==> run_1/sizes.png <==
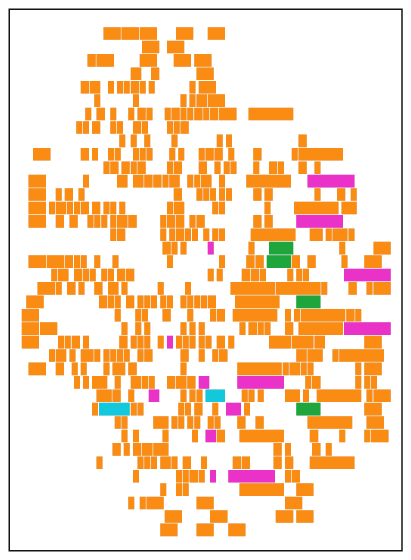
==> run_1/logic_types.png <==
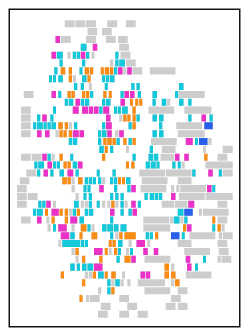
==> run_1/placement_by_type.png <==
The bar under the picture is 20 um long. Fill, decap, tap and diode cells in grey.
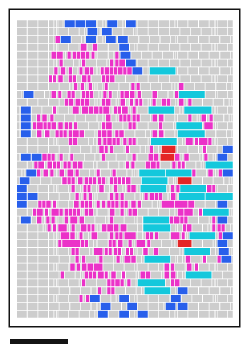
==> run_1/clocks.png <==
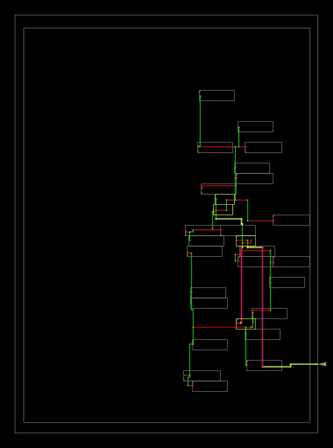
<file path="src/rtl/parity_scan_arbiter_if.sv">
// Requester-side bus of the shared parity scanner: request/data going in,
// grant, serial bit stream and parity result coming back.
interface parity_scan_arbiter_if #(
   parameter int NUM_REQ = 4,
   parameter int DATA_W  = 8,
   parameter int ID_W    = 2
);
   logic [NUM_REQ-1:0]        req;
   logic [NUM_REQ*DATA_W-1:0] data_flat;
   logic [NUM_REQ-1:0]        gnt;
   logic                      busy;
   logic                      bit_out;
   logic                      bit_valid;
   logic                      done;
   logic [ID_W-1:0]           done_id;
   logic                      even_0s;
   logic                      even_1s;

   // Requester side: drives requests and words, observes the scanner
   modport master (
      output req, data_flat,
      input  gnt, busy, bit_out, bit_valid, done, done_id, even_0s, even_1s
   );

   // Scanner side: samples requests and words, reports grant/stream/result
   modport slave (
      input  req, data_flat,
      output gnt, busy, bit_out, bit_valid, done, done_id, even_0s, even_1s
   );
endinterface

</file>
<file path="src/rtl/parity_scan_arbiter.sv">
// Round-robin shared serial parity checker. One requester word is captured
// per frame, shifted out LSB-first, and the even-zeros / even-ones flags are
// reported with the requester id on a one-cycle done pulse.
module parity_scan_arbiter #(
   parameter int NUM_REQ = 4,
   parameter int DATA_W  = 8,
   parameter int ID_W    = 2
) (
   input logic                    clk,
   input logic                    reset,
   parity_scan_arbiter_if.slave   bus
);

   localparam int CNT_W = $clog2(DATA_W + 1);
   localparam logic [CNT_W-1:0] LAST_BIT = CNT_W'(DATA_W - 1);
   localparam logic [ID_W-1:0]  LAST_RESET = ID_W'(NUM_REQ - 1);

   typedef enum logic [1:0] {
      IDLE,
      SHIFT,
      DONE
   } state_t;

   state_t              state_q, state_d;
   logic [DATA_W-1:0]   shreg_q, shreg_d;
   logic [CNT_W-1:0]    cnt_q, cnt_d;
   logic                p0_q, p0_d;
   logic                p1_q, p1_d;
   logic [ID_W-1:0]     last_q, last_d;
   logic [ID_W-1:0]     id_q, id_d;
   logic [ID_W-1:0]     done_id_q, done_id_d;
   logic                even0_q, even0_d;
   logic                even1_q, even1_d;

   logic                found;
   logic [ID_W-1:0]     winner;
   logic [DATA_W-1:0]   win_word;

   // Round-robin pick: scan upward starting just after the previous winner
   always_comb begin
      found    = 1'b0;
      winner   = '0;
      win_word = '0;
      for (int k = 1; k <= NUM_REQ; k++) begin
         for (int i = 0; i < NUM_REQ; i++) begin
            if (!found && bus.req[i] && (((int'(last_q) + k) % NUM_REQ) == i)) begin
               found    = 1'b1;
               winner   = ID_W'(i);
               win_word = bus.data_flat[i*DATA_W +: DATA_W];
            end
         end
      end
   end

   // Frame sequencing: capture in IDLE, shift and fold parity, then report
   always_comb begin
      state_d   = state_q;
      shreg_d   = shreg_q;
      cnt_d     = cnt_q;
      p0_d      = p0_q;
      p1_d      = p1_q;
      last_d    = last_q;
      id_d      = id_q;
      done_id_d = done_id_q;
      even0_d   = even0_q;
      even1_d   = even1_q;
      unique case (state_q)
         IDLE: begin
            if (found) begin
               shreg_d = win_word;
               last_d  = winner;
               id_d    = winner;
               cnt_d   = '0;
               p0_d    = 1'b1;
               p1_d    = 1'b1;
               state_d = SHIFT;
            end
         end
         SHIFT: begin
            shreg_d = shreg_q >> 1;
            p1_d    = p1_q ^ shreg_q[0];
            p0_d    = p0_q ^ ~shreg_q[0];
            cnt_d   = cnt_q + CNT_W'(1);
            if (cnt_q == LAST_BIT) begin
               even0_d   = p0_d;
               even1_d   = p1_d;
               done_id_d = id_q;
               state_d   = DONE;
            end
         end
         DONE: begin
            state_d = IDLE;
         end
         default: begin
            state_d = IDLE;
         end
      endcase
   end

   // State and datapath registers; reset aborts any frame in flight
   always_ff @(posedge clk or posedge reset) begin
      if (reset) begin
         state_q   <= IDLE;
         shreg_q   <= '0;
         cnt_q     <= '0;
         p0_q      <= 1'b1;
         p1_q      <= 1'b1;
         last_q    <= LAST_RESET;
         id_q      <= '0;
         done_id_q <= '0;
         even0_q   <= 1'b1;
         even1_q   <= 1'b1;
      end else begin
         state_q   <= state_d;
         shreg_q   <= shreg_d;
         cnt_q     <= cnt_d;
         p0_q      <= p0_d;
         p1_q      <= p1_d;
         last_q    <= last_d;
         id_q      <= id_d;
         done_id_q <= done_id_d;
         even0_q   <= even0_d;
         even1_q   <= even1_d;
      end
   end

   // Grant is only shown in the first shift cycle of a frame
   assign bus.gnt       = (state_q == SHIFT && cnt_q == '0) ? (NUM_REQ'(1) << id_q) : '0;
   assign bus.busy      = (state_q != IDLE);
   assign bus.bit_valid = (state_q == SHIFT);
   assign bus.bit_out   = (state_q == SHIFT) & shreg_q[0];
   assign bus.done      = (state_q == DONE);
   assign bus.done_id   = done_id_q;
   assign bus.even_0s   = even0_q;
   assign bus.even_1s   = even1_q;

endmodule

</file>
<file path="src/flat_wrapper.sv">
// flat-port wrapper written by rule: the top's interface ports become plain ports
module parity_scan_arbiter_flat 
#(
   parameter int NUM_REQ = 4,
   parameter int DATA_W  = 8,
   parameter int ID_W    = 2
)
  (clk, reset, bus_req, bus_data_flat, bus_gnt, bus_busy, bus_bit_out, bus_bit_valid, bus_done, bus_done_id, bus_even_0s, bus_even_1s);
  parity_scan_arbiter_if #(.NUM_REQ(NUM_REQ), .DATA_W(DATA_W), .ID_W(ID_W)) bus_i ();
  input logic clk;
  input logic reset;
  input wire logic [$bits(bus_i.req)-1:0] bus_req;
  input wire logic [$bits(bus_i.data_flat)-1:0] bus_data_flat;
  output wire logic [$bits(bus_i.gnt)-1:0] bus_gnt;
  output wire logic [$bits(bus_i.busy)-1:0] bus_busy;
  output wire logic [$bits(bus_i.bit_out)-1:0] bus_bit_out;
  output wire logic [$bits(bus_i.bit_valid)-1:0] bus_bit_valid;
  output wire logic [$bits(bus_i.done)-1:0] bus_done;
  output wire logic [$bits(bus_i.done_id)-1:0] bus_done_id;
  output wire logic [$bits(bus_i.even_0s)-1:0] bus_even_0s;
  output wire logic [$bits(bus_i.even_1s)-1:0] bus_even_1s;
  assign bus_i.req = bus_req;
  assign bus_i.data_flat = bus_data_flat;
  assign bus_gnt = bus_i.gnt;
  assign bus_busy = bus_i.busy;
  assign bus_bit_out = bus_i.bit_out;
  assign bus_bit_valid = bus_i.bit_valid;
  assign bus_done = bus_i.done;
  assign bus_done_id = bus_i.done_id;
  assign bus_even_0s = bus_i.even_0s;
  assign bus_even_1s = bus_i.even_1s;
  parity_scan_arbiter #(.NUM_REQ(NUM_REQ), .DATA_W(DATA_W), .ID_W(ID_W)) u_core (.clk(clk), .reset(reset), .bus(bus_i));
endmodule
</file>
<file path="config.mk">
export PLATFORM = sky130hd
export DESIGN_NAME = parity_scan_arbiter_flat
export DESIGN_NICKNAME = d
export VERILOG_FILES = /design/src/rtl/parity_scan_arbiter_if.sv /design/src/rtl/parity_scan_arbiter.sv /design/src/flat_wrapper.sv
export SDC_FILE = /design/constraint.sdc
export NUM_CORES = 1
export LEC_CHECK = 0
export ABC_AREA = 1
export ABC_CLOCK_PERIOD_IN_PS = 6400
export CORE_ASPECT_RATIO = 1.4
export CORE_MARGIN = 2
export CORE_UTILIZATION = 30
export DETAILED_ROUTE_END_ITERATION = 8
export GPL_TIMING_DRIVEN = 1
export HOLD_SLACK_MARGIN = 0.15
export RECOVER_POWER = 100
export SETUP_SLACK_MARGIN = 0.02
export SYNTH_ARGS = -nofsm -noshare
export SYNTH_HDL_FRONTEND = slang
export SYNTH_SLANG_ARGS = --single-unit
export TNS_END_PERCENT = 20
</file>
<file path="constraint.sdc">
create_clock -name clk -period 6.4 [get_ports clk]
set_input_delay 0.64 -clock clk [delete_from_list [all_inputs] [get_ports clk]]
set_output_delay 0.64 -clock clk [all_outputs]
set_load 0.02 [all_outputs]
</file>
==> impl_metrics.ini, run 1 <==
; generated from flow reports
[status]
status = complete, no violations

[power]
irDropWorstVdd_mv = 0.149
p_leak_uw = 0.00145
power_density_nw_per_um2 = 394

[clock_tree]
post_cts_buffers = 0
post_cts_resized = 0
cts_max_level = 1
clock-sinks = 24
cts_tree = yes
cts_root_buffer = clkbuf_8
cts_buffer_depth = 2
clk_pin_slew_worst_paths_ps = 80
hold_buffers = 0

[detailed_routing]
drcViolationCount = 0
postRouteAntennaNets = 0
drt_iter0_drc = 164
route.vias.total = 2771
dr.pass1.iters = 4
vias_per_cell = 5.04
avgRoutedWirePerCell_um = 13.7
wirelength_um = 7520

[logic_synthesis]
synthArstFlopShare = 1.00
enable_flop_cells = 0
yosys_area_um2 = 2380
syn_area_um2 = 2380
synthFlopType = dfrtp_1
yosysWarnings = 0
largest_area_cell = dfrtp_1
syn-instance-count = 405
syn_nets = 445
synth.avg_cell_area_um2 = 5.89
ys_seq_frac = 0.255
synth_top_area_share = 0.189
synth_flop_count = 24
synthTopCellsByArea = dfrtp_1 19%, nand2_1 18%, nor2_1 9.8%
ys_cells = 405
ys_types = 32

[grt]
grt_first_pass_wirelength_um = 12300
grt_overflow = 0
grt_max_degree = 25
grt_pass1_vias = 2639
antenna_found_initial = 0
gr-usage-all-layers = 0.179

[critical_path]
required_ps = 6540
reg2reg_to = u_core.id_q[0]
cp.depth = 17
path_delay_family = simple AND/OR/NAND/NOR gates
startpoint_type = primary input
cpPeakStageDelay_ps = 650
r2r-start = u_core.last_q[1]
r2r_slack_ps = 2400
rr_worst_depth = 17
critPathSlowestCell = o21ai_2
cp-startpoint = bus_req[0]
crit_end = u_core.id_q[0]
crit_fanout = 21
end_kind = register
cp.buffers_inverters = 3
arrival_ps = 4540
worstSetupPathType = in -> reg
cp_cell_sequence = dlygate4sd3_1, nand3_1, nand2_1, nor2_1, nand2_1, nor2_1, nand3_4, nor2_1, o2111ai_1, nor3_1, nand2_1, clkinv_1, nand2_1, o21ai_2, inv_1, o21ai_0, o21ai_0
path_common_cell = nand2_1

[worst_hold_path]
hold_class = reg -> reg

[timing]
setup_tns_ps = 0
setup_slack_ps = 2010
fin_crit_sh = 0.687
max_freq_ghz = 0.228
rsz0062_at_grt = no
hold_viol = 0
relSlewSlack = 0.405
slew_violations = 0
worst_slew_pin_slew_ps = 892
finalCriticalPeriod_ps = 4390
fin_skew_ps = 2.63
setup_viol = 0

[floorplan]
fp.dieW_um = 79.4
io_pins = 50
fp.dieH_um = 109
fp_util = 0.308
dieArea_um2 = 8690

[placement]
dpl_worst_slack_ps = 2340
dpl.cell_count = 546
place_congestion = 0.892
placed_area_um2 = 2950
port_buffers = 49
place_hpwl_um = 5810

[run]
warnings = 27
drv_cap = 0

[cells_and_area]
final_cell_mix = 118 x nand2_1, 65 x nor2_1, 54 x inv_1
n_antenna_cell = 0
nFillCells = 853
fin_nets = 491
drive_gt1_frac = 0.0422
## Picture notes: sizes.png
- orange: _0 and _1 cells (cells 431; share 96%)
- magenta: _2 cells (cells 13; share 2.9%)
- cyan: _3 and _4 cells (cells 2; share 0.44%)
- green: _6 and larger (cells 4; share 0.89%)
Design Area, Final: 2950 um2
Layout area overhead: 23.6%
bufs w/o clock: 49

## Picture notes: logic_types.png
- blue: XOR/XNOR gates (cells 4; where right middle)
- orange: NOR gates (cells 81)
- magenta: inverting AOI/OAI gates (cells 60)
- cyan: NAND gates (cells 168)
fraction of standard cell area in multi-input logic: 0.492
non-filler cells, final: 550
most common logic cell in the routed design: nand2_1

## Picture notes: placement_by_type.png
- blue: other buffers and delay cells (cells 49)
- red: clock drivers and dummy loads (cells 4)
- magenta: combinational and other logic (cells 373)
- cyan: flops (cells 24)
fraction of area in registers: 0.206
Core Rows: 38
Placeable Area: 7750 um2

## Picture notes: clocks.png
CTS buffer count: 3
Skew-Pair Late Insertion Delay: 270 ps

[run 1: per-stage QoR]
step	hold WS, ps	utilization	power (uW)
finish	485	0.380	1160
global route	517	0.380	1290
CTS	493	0.388	1220
detailed placement	480	0.381	1110
global placement	472	0.381	1100
floorplan	466	-	896
[run 1: power by group]
group | total (uW) | internal, uW | switching (uW)
clock network | 101 | 54.9 | 46.5
logic | 773 | 286 | 488
registers | 287 | 236 | 51.5
[run 1: synthesized netlist by cell type, drive strengths merged, types with 2 or more instances]
master and instances:
o2111ai 2, buf 4, dfrtp 18, nand3 37
o22ai 7, dfstp 6, nor3 12, inv 58
nor2 68, o221ai 2, clkbuf 4, nand2 119
ha 2, xnor2 3, o21ai 29, nand4 12
a21oi 17, o211ai 2
[run 1: worst register-to-register path, cell delays in order (launching register included)]
cell	delay, ps
dfstp_2	590
inv_2	60
nand3_1	190
inv_2	130
nor2_1	170
nand2_1	70
nor2_1	230
nand3_4	100
nor2_1	290
o2111ai_1	260
nor3_1	320
nand2_1	150
clkinv_1	70
nand2_1	100
o21ai_2	650
inv_1	230
o21ai_0	160
o21ai_0	120
[run 1: area by class of cell]
cell class | instances | area (um2) | share of cell area
sequential | 24 | 608 | 0.206
tap | 100 | 125 | 0.0424
multi-input combinational | 315 | 1450 | 0.492
clock buffer | 4 | 55.1 | 0.0187
inverter | 58 | 218 | 0.0739
timing repair buffer | 49 | 490 | 0.166
[run 1: cells by family (layout without fill, tap and decap cells)]
family          after synthesis  in the layout  share of synthesized area
simple gates                249            249                      0.457
buf+inv                      66            111                      0.112
compound gates               60             60                      0.151
flops                        24             24                      0.255
xor+xnor                      4              4                     0.0147
fa+ha+maj                     2              2                     0.0105
[run 1: routing by layer]
metal  part of all wire  GRT usage  vias to the layer above
met5                  0          0                        -
met4              0.022     0.0751                        0
met3              0.047     0.0107                       14
li1                   -          -                     1404
met1               0.40      0.206                     1280
met2               0.53      0.339                       73
[run 1: worst min path at each step]
stage / startpoint / end / slack (ps) / depth (start not counted)
final: u_core.bus.done_id[0] / u_core.bus.done_id[0] / 480 / 2
after global routing: u_core.bus.even_0s / u_core.bus.even_0s / 520 / 2
after CTS: u_core.bus.even_0s / u_core.bus.even_0s / 490 / 2
after detailed placement: u_core.bus.even_0s / u_core.bus.even_0s / 480 / 2
after global placement: u_core.bus.done_id[1] / u_core.bus.done_id[1] / 470 / 2
after floorplan: u_core.shreg_q[2] / u_core.shreg_q[1] / 470 / 2
[run 1: flip-flops by register name, summed over array words and instances (netlist names)]
register,count
u_core.p0_q,1
u_core.last_q,2
u_core.bus.even_0s,1
u_core.bus.even_1s,1
u_core.cnt_q,4
u_core.bus.done_id,2
u_core.shreg_q,8
u_core.state_q,2
u_core.id_q,2
u_core.p1_q,1
## Run 2: what changed since run 1
--- a/config.mk
+++ b/config.mk
@@ -6,7 +6,7 @@
 export NUM_CORES = 1
 export LEC_CHECK = 0
 export ABC_AREA = 1
-export ABC_CLOCK_PERIOD_IN_PS = 6400
+export ABC_CLOCK_PERIOD_IN_PS = 4300
 export CORE_ASPECT_RATIO = 1.4
 export CORE_MARGIN = 2
 export CORE_UTILIZATION = 30
==> constraint.sdc (replaced) <==
create_clock -name clk -period 4.3 [get_ports clk]
set_input_delay 0.43 -clock clk [delete_from_list [all_inputs] [get_ports clk]]
set_output_delay 0.43 -clock clk [all_outputs]
set_load 0.02 [all_outputs]
==> run_2/logic_types.png <==
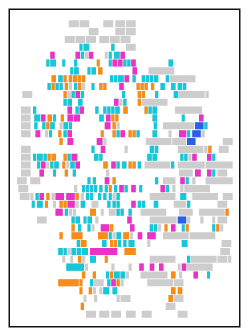
- magenta: inverting AOI/OAI gates (cells 60)
- cyan: NAND gates (cells 168)
- blue: XOR/XNOR gates (cells 4; where right middle)
- orange: NOR gates (cells 81)
non-filler cells, final: 553
fraction of standard cell area in multi-input logic: 0.495

==> run 2 against run 1 <==
Non-clock buffer count rose by 3. Setup slack worse by 1200 ps. Critical endpoint is now u_core.shreg_q[1]. Cell area grew 2.8%. Wire length up 2.9%. Critical path type unchanged. Sequential power rose by about 50%. Sequential share of layout area is 0.57 points lower. Area after synthesis unchanged. Flip-flop count did not move. Clock skew is 1.5 ps higher. Via count grew 1.1%.
==> impl_metrics.ini, run 2 <==
; generated from flow reports
[cells_and_area]
lay_top_count = nand2_1
fin_nets = 494
largest-register = u_core.shreg_q
syn2layout_area_growth_pct = 27.1
top_regs = u_core.shreg_q x8, u_core.cnt_q x4
largest_reg_flops = 8
n_antenna_cell = 0
drive_gt1_frac = 0.0552
final_cell_mix = 117 x nand2_1, 63 x nor2_1, 55 x inv_1

[floorplan]
coreArea_um2 = 7750
fp.dieH_um = 109
dieArea_um2 = 8690
fp_util = 0.308
core.rowCount = 38
fp.dieW_um = 79.4
io_pins = 50

[critical_path]
critPathSlowestCell = dlygate4sd3_1
required_ps = 4450
arrival_ps = 3670
path_common_cell = nand2_1
cp-startpoint = bus_req[0]
cp_cell_sequence = dlygate4sd3_1, nand3_1, nand2_1, nor2_1, nand2_1, nor2_4, nand3_4, nor2_8, o2111ai_4, nor3_2, nand2_1, clkinv_1, nand2_2, o21ai_2, clkbuf_1, nor2_1, nand2_1, nand3_1
crit_fanout = 12
end_kind = register
startpoint_type = primary input
cpPeakStageDelay_ps = 620
r2r-start = u_core.last_q[1]
worstSetupPathType = in -> reg

[timing]
slew_violations = 0
relSlewSlack = 0.411
fin_crit_sh = 0.818
setup_tns_ps = 0
rsz0062_at_grt = no
finalCriticalPeriod_ps = 3520
setup_viol = 0
max_freq_ghz = 0.284
worst_slew_pin_slew_ps = 883
hold_viol = 0

[detailed_routing]
postRouteAntennaNets = 0
drt_iter0_drc = 130
drcViolationCount = 0
dr.pass1.iters = 4
avgRoutedWirePerCell_um = 14.0
wirelength_um = 7740
route.vias.total = 2801
vias_per_cell = 5.07

[clock_tree]
post_cts_buffers = 0
clk_pin_slew_worst_paths_ps = 80
cts_inserted_buffers = 3
clock-sinks = 24
cts_max_level = 1
cts_tree = yes
hold_buffers = 0
post_cts_resized = 0
cts_root_buffer = clkbuf_8
cts_buffer_depth = 2

[power]
fin_total_pwr_uw = 1830
irDropWorstVdd_mv = 0.234
power_density_nw_per_um2 = 604
p_leak_uw = 0.00148

[logic_synthesis]
yosysWarnings = 0
largest_area_cell = dfrtp_1
ys_cells = 405
synth.top_cells.by_count = 117 x nand2_1, 62 x nor2_1, 53 x inv_1
top_cell = nand2_1
synthTopCellsByArea = dfrtp_1 19%, nand2_1 18%, nor2_1 9.8%
synthFlopType = dfrtp_1
syn_nets = 445
enable_flop_cells = 0
ys_seq_frac = 0.255
ys_types = 32
synth_flop_count = 24
yosys_area_um2 = 2380
syn_area_um2 = 2380
syn-instance-count = 405
synth_top_area_share = 0.189
synthArstFlopShare = 1.00
synth.avg_cell_area_um2 = 5.89

[placement]
place_hpwl_um = 6050
port_buffers = 49
place_congestion = 0.929

[worst_hold_path]
hold_class = reg -> reg
hold_start = u_core.bus.even_0s

[grt]
grt_overflow = 0
antenna_found_initial = 0
gr-usage-all-layers = 0.185
grt_max_degree = 25
grt_pass1_vias = 2806
grt_first_pass_wirelength_um = 12800

[run]
warnings = 27
drv_cap = 0

[status]
status = complete, no violations
==> run_2/clocks.png <==
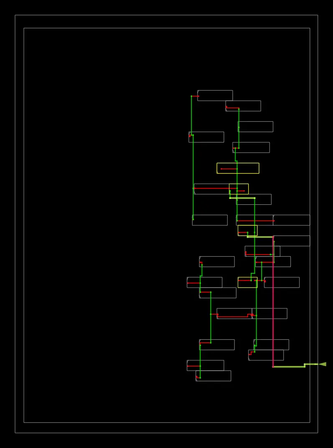
Skew-Pair Late Insertion Delay: 260 ps
clock buffers: 3
worst clock skew: 4.13 ps
registers: 24

==> run 2: cell counts after synthesis <==
Identical to the previous run, type by type.
==> run 2: logic make-up after synthesis <==
family          synth area share
xor+xnor                  0.0147
compound gates             0.151
simple gates               0.457
fa+ha+maj                 0.0105
buf+inv                    0.112
flops                      0.255
==> run 2: layout make-up <==
type / instances / area, um2
Tap cell: 100 / 125
Multi-Input combinational cell: 315 / 1500
Clock buffer: 3 / 41.3
Inverter: 58 / 218
Sequential cell: 24 / 608
Timing Repair Buffer: 52 / 509
Clock inverter: 1 / 30.0
Fill cell: 839 / 4720
==> run 2: metrics by stage <==
step	hold WS, ps	utilization	instances	setup WS (ps)	cell area (um2)
after CTS	494	0.393	553	1030	3050
after detailed placement	481	0.384	549	752	2970
after floorplan	440	-	405	1760	2380
after global placement	471	0.384	549	881	2970
after global routing	515	0.391	553	425	3030
final	492	0.391	553	783	3030
==> run 2: final timing paths <==
check | endpoint | depth (start not counted) | slack, ps
setup / recovery | u_core.shreg_q[1] | 18 | 780
min in group asynchronous | u_core.bus.done_id[0] | 2 | 790
hold reg to reg | u_core.bus.even_0s | 2 | 490
max in group asynchronous | u_core.shreg_q[2] | 2 | 2970
setup reg to reg | u_core.shreg_q[1] | 18 | 990
hold / removal | u_core.bus.even_0s | 2 | 490
==> run 2: routing by layer <==
layer | track usage | part of all wire | vias to the layer above
met5 | 0 | 0 | -
met3 | 0.0164 | 0.042 | 14
met2 | 0.361 | 0.54 | 78
met1 | 0.203 | 0.40 | 1302
li1 | - | - | 1407
met4 | 0.0739 | 0.023 | 0
==> run 2: critical path: cells and delay by family <==
kind / cells / cell delay (ps)
buffers and inverters: 3 / 1060
AOI/OAI and AO/OA: 2 / 530
and+or+nand+nor: 13 / 1620
==> run 2: power by group <==
part           internal (uW)  switching (uW)
registers                351            79.0
clock network            124            70.2
logic                    451             756
total                    926             905
No activity file was given, so power comes from the tool's default toggle rates.
